<file path="src/rtl/rf_multiport_sb_if.sv">
// Datapath-facing bundle for the multiport register file: two read ports with
// busy status, two writeback ports, the issue mark and the conflict diagnostic.
interface rf_multiport_sb_if #(
   parameter int DATA_W = 32,
   parameter int ADDR_W = 5
);
   logic [ADDR_W-1:0] R_reg1;
   logic [ADDR_W-1:0] R_reg2;
   logic [DATA_W-1:0] R_data1;
   logic [DATA_W-1:0] R_data2;
   logic              R_busy1;
   logic              R_busy2;
   logic              W0;
   logic [ADDR_W-1:0] W0_reg;
   logic [DATA_W-1:0] W0_data;
   logic              W1;
   logic [ADDR_W-1:0] W1_reg;
   logic [DATA_W-1:0] W1_data;
   logic              Mark;
   logic [ADDR_W-1:0] Mark_reg;
   logic              Conflict;

   modport master (
      output R_reg1, R_reg2, W0, W0_reg, W0_data, W1, W1_reg, W1_data, Mark, Mark_reg,
      input  R_data1, R_data2, R_busy1, R_busy2, Conflict
   );

   modport slave (
      input  R_reg1, R_reg2, W0, W0_reg, W0_data, W1, W1_reg, W1_data, Mark, Mark_reg,
      output R_data1, R_data2, R_busy1, R_busy2, Conflict
   );
endinterface

</file>
<file path="src/rtl/rf_multiport_sb.sv">
// Two-write / two-read register file with optional same-cycle bypass, optional
// hardwired zero register and a per-register busy scoreboard.
module rf_multiport_sb #(
   parameter int DATA_W   = 32,
   parameter int ADDR_W   = 5,
   parameter int ZERO_REG = 1,
   parameter int BYPASS   = 1
) (
   input  logic           CLK,
   input  logic           RST_N,
   rf_multiport_sb_if.slave bus
);
   localparam int DEPTH = 2**ADDR_W;

   logic [DATA_W-1:0] r_mem [DEPTH];
   logic [DEPTH-1:0]  r_busy;
   logic              r_conflict;

   logic              w_w0_zero;
   logic              w_w1_zero;
   logic              w_mark_zero;
   logic              w_same;
   logic              w_w0_en;
   logic              w_w1_en;
   logic              w_we0;
   logic              w_mark;
   logic [DEPTH-1:0]  w_clr;
   logic [DEPTH-1:0]  w_set;

   logic              w_h1_w0;
   logic              w_h1_w1;
   logic              w_h2_w0;
   logic              w_h2_w1;
   logic [DATA_W-1:0] w_rd1;
   logic [DATA_W-1:0] w_rd2;
   logic              w_bz1;
   logic              w_bz2;

   assign w_w0_zero   = (ZERO_REG != 0) && (bus.W0_reg == '0);
   assign w_w1_zero   = (ZERO_REG != 0) && (bus.W1_reg == '0);
   assign w_mark_zero = (ZERO_REG != 0) && (bus.Mark_reg == '0);
   assign w_same      = (bus.W0_reg == bus.W1_reg);

   // Effective enables after discarding writes to the hardwired zero register.
   assign w_w0_en = bus.W0 && !w_w0_zero;
   assign w_w1_en = bus.W1 && !w_w1_zero;
   // Port 0 is dropped when port 1 targets the same register.
   assign w_we0   = w_w0_en && !(w_w1_en && w_same);
   assign w_mark  = bus.Mark && !w_mark_zero;

   assign w_clr = (w_w0_en ? (DEPTH'(1) << bus.W0_reg) : '0)
                | (w_w1_en ? (DEPTH'(1) << bus.W1_reg) : '0);
   assign w_set = w_mark ? (DEPTH'(1) << bus.Mark_reg) : '0;

   always_ff @(posedge CLK or negedge RST_N) begin
      if (!RST_N) begin
         for (int i = 0; i < DEPTH; i++) begin
            r_mem[i] <= '0;
         end
      end else begin
         if (w_we0) begin
            r_mem[bus.W0_reg] <= bus.W0_data;
         end
         if (w_w1_en) begin
            r_mem[bus.W1_reg] <= bus.W1_data;
         end
      end
   end

   // Clear-then-set ordering lets a new producer win over a retiring one.
   always_ff @(posedge CLK or negedge RST_N) begin
      if (!RST_N) begin
         r_busy     <= '0;
         r_conflict <= 1'b0;
      end else begin
         r_busy     <= (r_busy & ~w_clr) | w_set;
         r_conflict <= bus.W0 && bus.W1 && w_same && !w_w0_zero;
      end
   end

   assign w_h1_w0 = w_w0_en && (bus.W0_reg == bus.R_reg1);
   assign w_h1_w1 = w_w1_en && (bus.W1_reg == bus.R_reg1);
   assign w_h2_w0 = w_w0_en && (bus.W0_reg == bus.R_reg2);
   assign w_h2_w1 = w_w1_en && (bus.W1_reg == bus.R_reg2);

   always_comb begin
      w_rd1 = r_mem[bus.R_reg1];
      w_rd2 = r_mem[bus.R_reg2];
      w_bz1 = r_busy[bus.R_reg1];
      w_bz2 = r_busy[bus.R_reg2];
      if ((ZERO_REG != 0) && (bus.R_reg1 == '0)) begin
         w_rd1 = '0;
         w_bz1 = 1'b0;
      end
      if ((ZERO_REG != 0) && (bus.R_reg2 == '0)) begin
         w_rd2 = '0;
         w_bz2 = 1'b0;
      end
      if (BYPASS != 0) begin
         if (w_h1_w1) begin
            w_rd1 = bus.W1_data;
         end else if (w_h1_w0) begin
            w_rd1 = bus.W0_data;
         end
         if (w_h2_w1) begin
            w_rd2 = bus.W1_data;
         end else if (w_h2_w0) begin
            w_rd2 = bus.W0_data;
         end
         if (w_h1_w0 || w_h1_w1) begin
            w_bz1 = 1'b0;
         end
         if (w_h2_w0 || w_h2_w1) begin
            w_bz2 = 1'b0;
         end
      end
   end

   assign bus.R_data1  = w_rd1;
   assign bus.R_data2  = w_rd2;
   assign bus.R_busy1  = w_bz1;
   assign bus.R_busy2  = w_bz2;
   assign bus.Conflict = r_conflict;
endmodule

</file>
<file path="src/flat_wrapper.sv">
// flat-port wrapper written by rule: the top's interface ports become plain ports
module rf_multiport_sb_flat 
#(
   parameter int DATA_W   = 32,
   parameter int ADDR_W   = 5,
   parameter int ZERO_REG = 1,
   parameter int BYPASS   = 1
)
  (CLK, RST_N, bus_R_reg1, bus_R_reg2, bus_W0, bus_W0_reg, bus_W0_data, bus_W1, bus_W1_reg, bus_W1_data, bus_Mark, bus_Mark_reg, bus_R_data1, bus_R_data2, bus_R_busy1, bus_R_busy2, bus_Conflict);
  rf_multiport_sb_if #(.DATA_W(DATA_W), .ADDR_W(ADDR_W)) bus_i ();
  input  logic CLK;
  input  logic RST_N;
  input wire logic [$bits(bus_i.R_reg1)-1:0] bus_R_reg1;
  input wire logic [$bits(bus_i.R_reg2)-1:0] bus_R_reg2;
  input wire logic [$bits(bus_i.W0)-1:0] bus_W0;
  input wire logic [$bits(bus_i.W0_reg)-1:0] bus_W0_reg;
  input wire logic [$bits(bus_i.W0_data)-1:0] bus_W0_data;
  input wire logic [$bits(bus_i.W1)-1:0] bus_W1;
  input wire logic [$bits(bus_i.W1_reg)-1:0] bus_W1_reg;
  input wire logic [$bits(bus_i.W1_data)-1:0] bus_W1_data;
  input wire logic [$bits(bus_i.Mark)-1:0] bus_Mark;
  input wire logic [$bits(bus_i.Mark_reg)-1:0] bus_Mark_reg;
  output wire logic [$bits(bus_i.R_data1)-1:0] bus_R_data1;
  output wire logic [$bits(bus_i.R_data2)-1:0] bus_R_data2;
  output wire logic [$bits(bus_i.R_busy1)-1:0] bus_R_busy1;
  output wire logic [$bits(bus_i.R_busy2)-1:0] bus_R_busy2;
  output wire logic [$bits(bus_i.Conflict)-1:0] bus_Conflict;
  assign bus_i.R_reg1 = bus_R_reg1;
  assign bus_i.R_reg2 = bus_R_reg2;
  assign bus_i.W0 = bus_W0;
  assign bus_i.W0_reg = bus_W0_reg;
  assign bus_i.W0_data = bus_W0_data;
  assign bus_i.W1 = bus_W1;
  assign bus_i.W1_reg = bus_W1_reg;
  assign bus_i.W1_data = bus_W1_data;
  assign bus_i.Mark = bus_Mark;
  assign bus_i.Mark_reg = bus_Mark_reg;
  assign bus_R_data1 = bus_i.R_data1;
  assign bus_R_data2 = bus_i.R_data2;
  assign bus_R_busy1 = bus_i.R_busy1;
  assign bus_R_busy2 = bus_i.R_busy2;
  assign bus_Conflict = bus_i.Conflict;
  rf_multiport_sb #(.DATA_W(DATA_W), .ADDR_W(ADDR_W), .ZERO_REG(ZERO_REG), .BYPASS(BYPASS)) u_core (.CLK(CLK), .RST_N(RST_N), .bus(bus_i));
endmodule
</file>
<file path="config.mk">
export PLATFORM = sky130hd
export DESIGN_NAME = rf_multiport_sb_flat
export DESIGN_NICKNAME = d
export VERILOG_FILES = /design/src/rtl/rf_multiport_sb_if.sv /design/src/rtl/rf_multiport_sb.sv /design/src/flat_wrapper.sv
export SDC_FILE = /design/constraint.sdc
export NUM_CORES = 2
export LEC_CHECK = 0
export CORE_MARGIN = 3
export CORE_UTILIZATION = 50
export DETAILED_ROUTE_END_ITERATION = 6
export HOLD_SLACK_MARGIN = 0.02
export PLACE_DENSITY = 0.64
export SYNTH_ARGS = -nofsm -noshare
export SYNTH_HDL_FRONTEND = slang
export SYNTH_SLANG_ARGS = --single-unit
</file>
<file path="constraint.sdc">
create_clock -name CLK -period 4.1 [get_ports CLK]
set_input_delay 0.82 -clock CLK [delete_from_list [all_inputs] [get_ports CLK]]
set_output_delay 0.82 -clock CLK [all_outputs]
set_load 0.1 [all_outputs]
</file>
Figure 1. Routing congestion map.
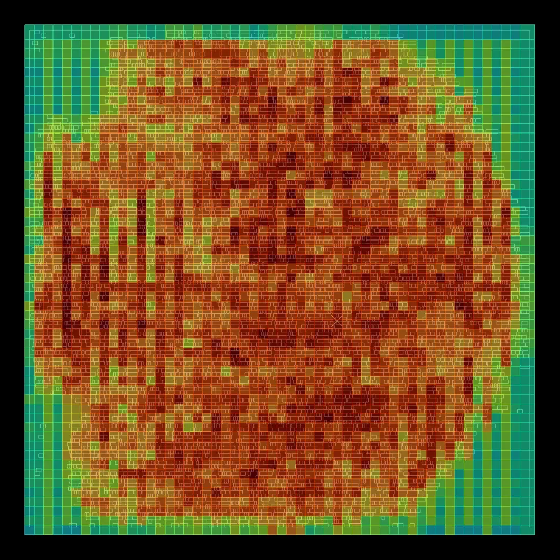
final cell utilization of the core: 0.588
GR Util met3: 0.177
M2 GR Usage: 0.596
layer with the highest usage: met2

Figure 2. Logic cells by family.
The bar under the picture is 100 µm long.
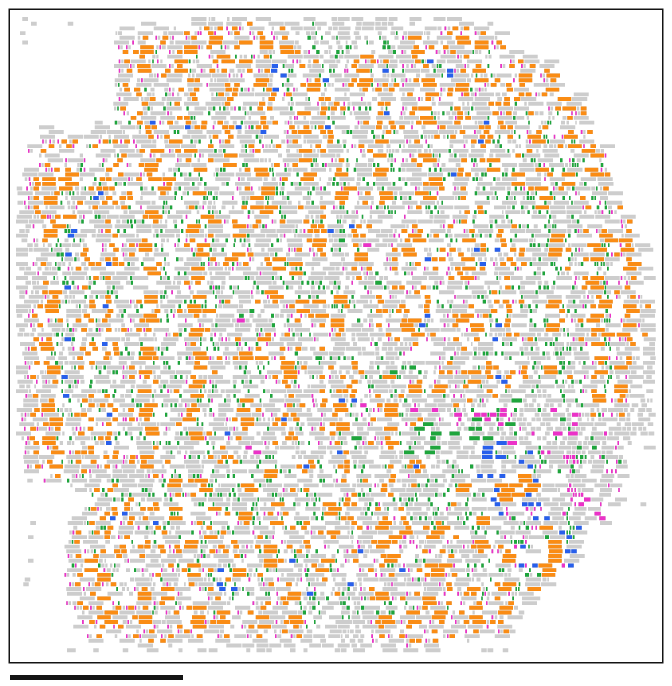
legend:
  NAND gates:
    color: green
    cells: 1256
  NOR gates:
    color: magenta
    cells: 683
    where: spread over the die
  multiplexers:
    color: orange
    cells: 1323
    where: spread over the die
  AND-OR and OR-AND gates:
    color: blue
    cells: 94
    where: spread over the die

==> flow_metrics.py <==
# Flow results
metrics = {
    "run_status": {
        "status": "finished, violations left",
        "violations": "DRC",
    },
    "yosys": {
        "common_cells": "dfrtp_1, mux2i_1, nand3_1",
        "yosysTopAreaCell": "dfrtp_1",
        "ys_area_um2": 68600,
        "synth_nets": 7075,
        "synth_flops": 1057,
        "syn_area_per_cell_um2": 9.83,
        "async_reset_ff_frac": 1.00,
        "ys_seq_share": 0.385,
        "ys_sh_mux": 0.268,
        "ys_cells": 6981,
        "top_cell_area_share": 0.385,
        "yosys_warnings": 0,
        "netlist_instances": 6981,
        "syn_area_um2": 68600,
        "ys_sh_simple": 0.124,
    },
    "cts": {
        "cts_buffer_depth": 3,
        "cts_buffers": 119,
        "cts_tree": "yes",
        "cts_setup_buffers": 2,
        "clock_sinks": 1057,
        "clockRootBuffer": "clkbuf_16",
        "htreeDepth": 3,
    },
    "flow_run": {
        "cap_violations": 0,
    },
    "global_routing": {
        "antenna_found_initial": 10,
        "track_usage": 0.434,
        "grt_pass1_wl_um": 446000,
    },
    "sta": {
        "hold-worst-slack_ps": 10.1,
        "finalHoldViolCount": 0,
        "maxSlewHeadroom": 0.0659,
        "period_needed_ps": 4090,
    },
    "critical_path": {
        "worstRegToRegCells": 2,
        "crit_required_ps": 3280,
        "r2r_setup_slack_ps": 3280,
        "endpoint_kind": "primary output",
        "crit_end": "bus_R_busy1",
        "critPathLaunch": "bus_R_reg1[0]",
        "worstReg2RegEnd": "u_core.r_mem[32]$_DFF_PN0_",
        "r2r_start": "u_core.r_mem[32]$_DFF_PN0_",
        "critical_path_class": "in2out",
        "worstSetupStartpointType": "primary input",
        "path_max_fanout": 30,
    },
    "route": {
        "wl_per_cell_um": 35.9,
        "drt-total-wl_um": 314000,
        "dr.pass1.iters": 7,
        "vias_per_cell": 7.41,
        "ant_nets": 0,
        "top_layer": "met5",
        "drc": 2,
        "wl_met2_um": 127000,
    },
    "die": {
        "tap_cells": 1781,
        "dieWidth_um": 376,
        "dieArea_um2": 142000,
        "ioPinCount": 161,
        "die_y_um": 376,
    },
    "cells_and_area": {
        "area_growth_pct": 16.4,
        "num-nonclk-buffers": 683,
        "diodes": 8,
        "layout-drive-gt1-share": 0.207,
        "ff_count": 1057,
        "multi_input_comb_cells": 4951,
        "clkbuf_count": 170,
        "seq_share": 0.331,
        "nonClkBufAreaFrac": 0.101,
        "clockNetworkAreaShare": 0.0514,
    },
    "placement": {
        "port_buffers": 160,
    },
    "power_and_ir_drop": {
        "power_uw": 38700,
    },
}
critical path, stage by stage:
cell,delay (ps)
buf_12,260
buf_16,290
mux4_2,540
mux4_2,580
nand4_1,250
o21ai_1,150
buf_4,170
buf_12,150
state kept, by name (all words and copies together), names as in the netlist:
name / cells
u_core.r_busy: 32
u_core.r_mem: 1024
u_core.bus.Conflict: 1
power by group:
part / internal [µW] / leakage, µW / switching, µW
sequential: 13100 / 0.0130 / 2140
combinational: 5700 / 0.0206 / 6310
clock: 6470 / 0.00203 / 4980
through the flow:
step                      std cells  TNS, ps  area, µm²  worst slack (ps)
after detailed placement       8490    -4000      75200              -209
after global routing           8727        0      79800             0.511
after CTS                      8709    -67.8      79500             -39.6
after global placement         8490    -5280      75200              -234
after floorplan                6981   -14450      68900              -603
final                          8735        0      79800              5.86
Power figures rest on the tool's default switching activity, not on a simulated workload.
